<file path="src/rtl/cpu_pkg.sv">
// cpu_pkg: shared opcode constants, datapath width and sequencer state encoding
package cpu_pkg;
  localparam int DATA_W = 8;
  localparam logic [2:0] OP_ADD     = 3'b000;
  localparam logic [2:0] OP_SUB     = 3'b001;
  localparam logic [2:0] OP_AND     = 3'b010;
  localparam logic [2:0] OP_OR      = 3'b011;
  localparam logic [2:0] OP_XOR     = 3'b100;
  localparam logic [2:0] OP_NOT     = 3'b101;
  localparam logic [2:0] OP_SHL     = 3'b110;
  localparam logic [2:0] OP_ILLEGAL = 3'b111;
  typedef enum logic [1:0] {S_IDLE, S_ISSUE, S_DONE} state_t;
endpackage

</file>
<file path="src/rtl/regfile4x8.sv">
// regfile4x8: register file with sync write, two combinational read ports and a debug read port
module regfile4x8 import cpu_pkg::*; #(
  parameter int NREGS = 4,
  localparam int AW = $clog2(NREGS)
) (
  input  logic              clk,
  input  logic              rst,
  input  logic              we,
  input  logic [AW-1:0]     waddr,
  input  logic [DATA_W-1:0] wdata,
  input  logic [AW-1:0]     raddr1,
  output logic [DATA_W-1:0] rdata1,
  input  logic [AW-1:0]     raddr2,
  output logic [DATA_W-1:0] rdata2,
  input  logic [AW-1:0]     dbg_addr,
  output logic [DATA_W-1:0] dbg_data
);
  logic [DATA_W-1:0] mem [NREGS];
  always_ff @(posedge clk) begin
    if (rst) mem <= '{default: '0};
    else if (we) mem[waddr] <= wdata;
  end
  assign rdata1   = mem[raddr1];
  assign rdata2   = mem[raddr2];
  assign dbg_data = mem[dbg_addr];
endmodule

</file>
<file path="src/rtl/alu_sequencer.sv">
// alu_sequencer: issues one request at a time to the combinational ALU and writes back the result; ALU_SEQ_FLAGS_EN adds zero/sign flags
module alu_sequencer import cpu_pkg::*; #(
  parameter int NREGS = 4,
  localparam int AW = $clog2(NREGS)
) (
  input  logic              clk,
  input  logic              rst,
  input  logic              req_valid,
  output logic              req_ready,
  input  logic [2:0]        req_op,
  input  logic [AW-1:0]     req_dst,
  input  logic [AW-1:0]     req_src1,
  input  logic [AW-1:0]     req_src2,
  input  logic              req_imm_sel,
  input  logic [DATA_W-1:0] req_imm,
  output logic [DATA_W-1:0] alu_operand1,
  output logic [DATA_W-1:0] alu_operand2,
  output logic [2:0]        alu_operation,
  output logic              alu_enable,
  input  logic [DATA_W-1:0] alu_result,
  output logic              done,
  output logic              done_err,
  output logic [DATA_W-1:0] done_data,
  input  logic [AW-1:0]     rf_rd_addr,
  output logic [DATA_W-1:0] rf_rd_data,
  output logic              flag_z,
  output logic              flag_n
);
  state_t state, state_nx;
  logic [AW-1:0] dst_q;
  logic [DATA_W-1:0] rd1, rd2;
  logic err_q, acc, we, illegal;
  regfile4x8 #(.NREGS(NREGS)) u_rf (
    .clk(clk), .rst(rst), .we(we), .waddr(dst_q), .wdata(alu_result),
    .raddr1(req_src1), .rdata1(rd1), .raddr2(req_src2), .rdata2(rd2),
    .dbg_addr(rf_rd_addr), .dbg_data(rf_rd_data)
  );
  assign req_ready  = state == S_IDLE;
  assign acc        = req_valid && req_ready;
  assign illegal    = req_op == OP_ILLEGAL;
  assign we         = state == S_ISSUE;
  assign alu_enable = we;
  assign done       = state == S_DONE;
  assign done_err   = done && err_q;
  always_comb begin
    state_nx = S_IDLE;
    if (state == S_IDLE) state_nx = acc ? (illegal ? S_DONE : S_ISSUE) : S_IDLE;
    else if (state == S_ISSUE) state_nx = S_DONE;
  end
  always_ff @(posedge clk) begin
    if (rst) state <= S_IDLE;
    else state <= state_nx;
  end
  // operand latches double as the ALU bus so it stays quiet outside ISSUE
  always_ff @(posedge clk) begin
    if (rst) begin
      alu_operation <= '0;
      alu_operand1  <= '0;
      alu_operand2  <= '0;
      dst_q         <= '0;
      err_q         <= 1'b0;
      done_data     <= '0;
    end else begin
      if (acc) begin
        alu_operation <= req_op;
        alu_operand1  <= rd1;
        alu_operand2  <= req_imm_sel ? req_imm : rd2;
        dst_q         <= req_dst;
        err_q         <= illegal;
        if (illegal) done_data <= '0;
      end
      if (we) done_data <= alu_result;
    end
  end
`ifdef ALU_SEQ_FLAGS_EN
  always_ff @(posedge clk) begin
    if (rst) begin
      flag_z <= 1'b0;
      flag_n <= 1'b0;
    end else if (we) begin
      flag_z <= alu_result == '0;
      flag_n <= alu_result[DATA_W-1];
    end
  end
`else
  assign flag_z = 1'b0;
  assign flag_n = 1'b0;
`endif
endmodule

</file>
<file path="config.mk">
export PLATFORM = sky130hd
export DESIGN_NAME = alu_sequencer
export DESIGN_NICKNAME = d
export VERILOG_FILES = /design/src/rtl/cpu_pkg.sv /design/src/rtl/regfile4x8.sv /design/src/rtl/alu_sequencer.sv
export SDC_FILE = /design/constraint.sdc
export NUM_CORES = 1
export LEC_CHECK = 0
export CORE_ASPECT_RATIO = 1.2
export CORE_MARGIN = 4
export CORE_UTILIZATION = 54
export DETAILED_ROUTE_END_ITERATION = 7
export HOLD_SLACK_MARGIN = 0.1
export PLACE_DENSITY = 0.85
export SETUP_SLACK_MARGIN = 0.05
export SYNTH_ARGS = -nofsm -noshare
export SYNTH_HDL_FRONTEND = slang
export SYNTH_HIERARCHICAL = 1
export SYNTH_SLANG_ARGS = --single-unit
export TNS_END_PERCENT = 100
</file>
<file path="constraint.sdc">
create_clock -name clk -period 3.7 [get_ports clk]
set_input_delay 0.555 -clock clk [delete_from_list [all_inputs] [get_ports clk]]
set_output_delay 0.555 -clock clk [all_outputs]
set_load 0.005 [all_outputs]
</file>
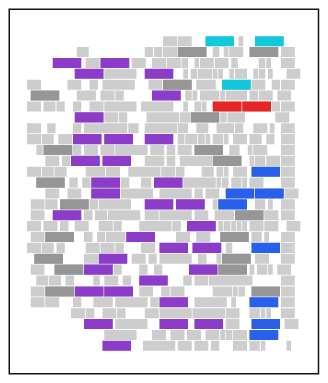
(register map, names as in the netlist)
Drawn at 4 px/µm. Other sequential cells in the stronger gray, the rest of the logic in the fainter gray.
[purple] u_rf/mem | placed flops: 32
[red] state | placed flops: 2
[blue] alu_operand2 | placed flops: 8
[cyan] alu_operation | placed flops: 3
not colored: 19

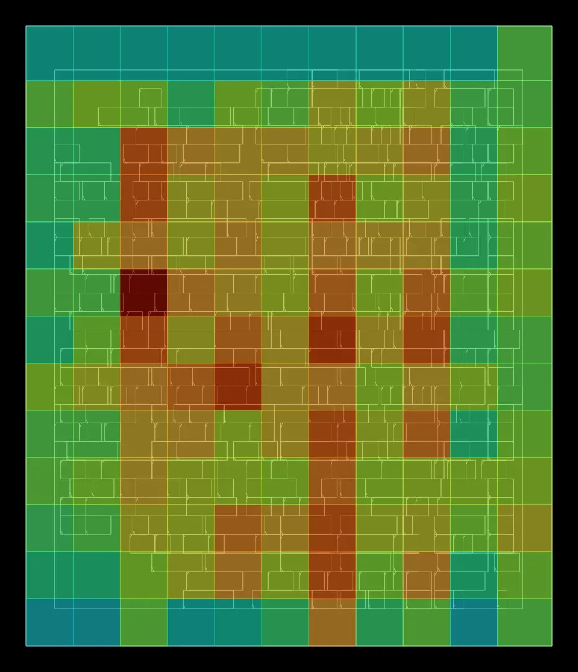
(track usage over the die)
average wire per cell in the routed design: 17.77 µm
end-of-flow core utilization: 73.29%
met2 track utilization from global routing: 34.52%

==> changes_impl.md <==
## Flow update

- Hold WC Path Type: register to register
- Reg-to-reg startpoint: state[0]$_SDFF_PP0_
- P_clk: 0.660 mW
- Most instantiated flip-flop cell in the synthesis netlist: sky130_fd_sc_hd__dfxtp_1
- Count of fill cells added during filler insertion: just over 400
- Clock group share of total power: 41.5%
- Routed Wire Length: 7179 µm
- Async set-reset flop share out of synthesis: 0%
- Number of antenna violations at the first check in global routing: 0
- Internal power of the cells: between 1 and 1.5 mW
- Top power consumer group: sequential cells
- Critical path launch point type: input port
- Final Cycle Share: 80.28%
- Final weighted congestion in routability-driven placement: 0.7865
- Endpoint class of the critical path: primary output
- Floorplan die area: 6985 µm²
- Number of distinct standard cells referenced by the synthesized netlist: 26
- End of the critical path: rf_rd_data[5]
- Logic area: between 1500 and 2000 µm²
- Sequential Power: 0.731 mW
- Syn avg cell area: between 10 and 15 µm²
- Capturing point of the worst reg2reg path: u_rf/mem[28]$_SDFFE_PP0P_
- Detailed-route DRC error count: 0
- Clock period minus worst slack: 2.970 ns
- Peak supply drop: ~270 µV
- Arrival time at the worst endpoint: 2.42 ns
- Final antenna-violating net count: 0
- Clock-pin transition on the worst setup and hold timing paths: roughly 0.07 ns
- Required time worst endpoint: approximately 3.1 ns
- Sequential fraction of design power: 46.0%
- Maximum clock frequency: 336.6 MHz
- Number of cells produced by synthesis: 278
- Post-cts hold buffer count: 0
- Cell depth of the worst flop-to-flop path: 3
- Post-synth area hogs: sky130_fd_sc_hd__dfxtp_1, sky130_fd_sc_hd__mux4_2, sky130_fd_sc_hd__mux2i_1
- Slew @ Worst Pin: approximately 0.99 ns
- Switching power as a share of total power: about a quarter
- CP startpoint: rf_rd_addr[1]
- Count of standard-cell rows: 29
- Slew HR: 34.10%
- Port buffer count: just under 70
- Total non-filler cell area in the finished layout: between 3000 and 4000 µm²
- Number of warnings reported in the yosys synthesis log: 6
- Syn Std Cell Area: slightly above 3000 µm²
- Net count of the finished layout: 368
- Area reported by Yosys stat: roughly 3000 µm²
- Clock latency on the worst-skew pair: between 0.3 and 0.4 ns
- Number of setup violations in the final report: 0
- Total half-perimeter wirelength after legalization and detailed placement: 4959 µm
- Global-route wire length before repair: about 12000 µm
- Maximum fanout encountered on the critical timing path: 5
- Critical path class: input port to primary output
- Proportion of power drawn by combinational gates: 12.6%
- Register-to-register setup slack: 1.74 ns
- Depth of the CTS H-tree: 3
- Num CTS Buffers: 9
- Total number of clock tree sinks: 64
- Setup bufs post-CTS: 0
- Vias: ~2300
- Width of the die: just under 80 µm
- Final Max-Slew Violation Tally: 0
- Cell accounting for the most synthesized area: sky130_fd_sc_hd__dfxtp_1
- Yosys top cell area share: about two fifths
- Number of cells traversed by the worst hold path: 2
- Power of the combinational group: approximately 0.2 mW
- Post-detailed-route via-to-cell ratio: between 5 and 6
- Start point of the worst hold path: alu_operand1[7]$_SDFFE_PP0P_
- Number of synthesized register bits: 64
- Global-route congestion overflow total: 0
- Max-cap violations: 0
- Number of diodes: 0
- Most numerous cell types in the synthesized netlist: sky130_fd_sc_hd__dfxtp_1, sky130_fd_sc_hd__nand2b_1, sky130_fd_sc_hd__mux2i_1
- Most frequently used cell type in the post-synthesis netlist: sky130_fd_sc_hd__dfxtp_1
- Area taken by flip-flops and latches: approximately 1300 µm²
- Detailed Route Iter0 Violations: roughly 220
- Worst hold endpoint: alu_operand1[7]$_SDFFE_PP0P_
- RSZ-0062 raised after global routing: no
- Vert. Die Dim: approximately 91 µm
- Most frequent standard cell in the layout excluding fill and tap cells: sky130_fd_sc_hd__clkdlybuf4s50_1
- Post-synthesis sequential area ratio: ~42%
- Static power due to leakage: about 1.6 nW
- Outcome: finished, final reports clean
- CTS tree: done
- Layout cell share with drive strength beyond 1: a little over an eighth
- Number of gates resized after CTS: 0
- Maximum clock path buffer count: 2
- Clock Skew: approximately 0.007 ns
- Total global routing track utilization: 21.79%
- Core Density at Floorplan: between 50% and 60%
- Area inside the core boundary: 5406 µm²
- Root buffer cell: sky130_fd_sc_hd__clkbuf_8
- Total net switching power: 0.3845 mW
- Final sum of negative setup slack: 0 ns
- Area overhead of the layout relative to synthesis: 28.58%
- Maximum number of pins on one net before global-route repair: just under 70
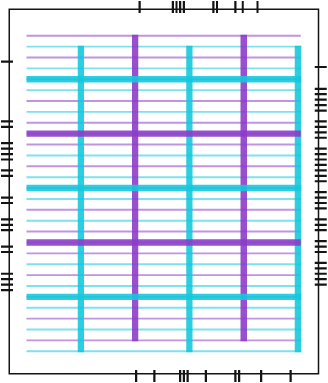
(power grid)
Drawn at 4 px/µm. Pins as bars on the die edge.
[purple] VDD
[cyan] VSS
rows: 29
met4 straps: 5
met1 rails: 30
signal pins: 72
met5 straps: 5

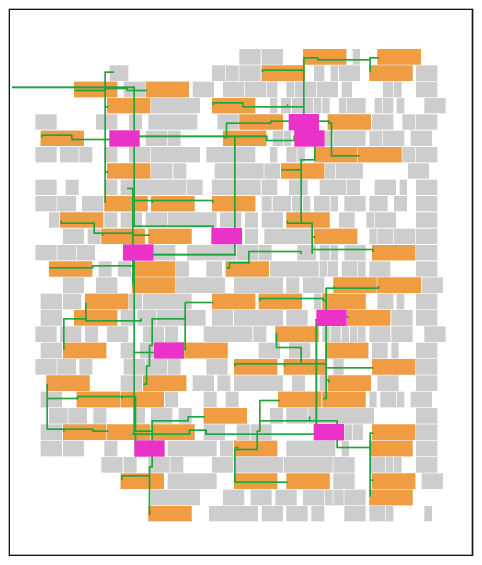
(clock wires, drivers and flops)
Drawn at 6 px/µm.
[orange] flip-flops | count: 64
[green] clock wires | length: 744 µm
[magenta] clock-net drivers | count: 9
routed clock nets: 10

-- routing by layer --
| layer | wire length (µm) | track usage, % | vias up |
|---|---|---|---|
| met5 | 0 | 0 | - |
| met4 | 87 | 7.251 | 0 |
| met3 | 424 | 5.788 | 9 |
| met2 | 3413 | 34.52 | 87 |
| met1 | 3254 | 28.81 | 1134 |
| li1 | - | - | 1113 |
-- cell families after synthesis --
family | after synthesis | share of synthesized area, %
other | 1 | 0.1217
and+or+nand+nor | 92 | 16.04
muxes | 64 | 30.53
AOI/OAI and AO/OA | 32 | 7.389
DFF | 64 | 41.58
buffers and inverters | 25 | 4.344
-- worst max-delay path: stages --
cell                              delay [ns]
sky130_fd_sc_hd__clkdlybuf4s50_1        0.65
sky130_fd_sc_hd__buf_4                  0.23
sky130_fd_sc_hd__mux4_2                 0.49
sky130_fd_sc_hd__clkdlybuf4s50_1        0.48
-- area by class of cell --
cell class	instances	share of cell area, %
repair buffers	72	17.87
clock buffers	9	3.126
clock inverters	7	2.431
flip-flops and latches	64	32.33
well taps	62	1.958
multi-input cells	190	42.28
-- through the flow --
| stage | total power [mW] | hold slack (ns) | util (%) | worst slack (ns) | instances |
|---|---|---|---|---|---|
| floorplan | 0.8560 | 0.4317 | - | 1.840 | 279 |
| global placement | 0.9411 | 0.4420 | 69.22 | 0.7295 | 388 |
| detailed placement | 0.9460 | 0.4460 | 69.22 | 0.7094 | 388 |
| CTS | 1.600 | 0.4564 | 73.29 | 0.6983 | 404 |
| global route | 1.652 | 0.4821 | 73.29 | 0.6315 | 404 |
| finish | 1.590 | 0.4550 | 73.29 | 0.7295 | 404 |
-- sequential cells by signal (all words and copies together) (netlist names) --
register	flops
u_rf/mem	32
alu_operand1	8
alu_operand2	8
done_data	8
alu_operation	3
dst_q	2
state	2
err_q	1
Power figures rest on the tool's default switching activity, not on a simulated workload.
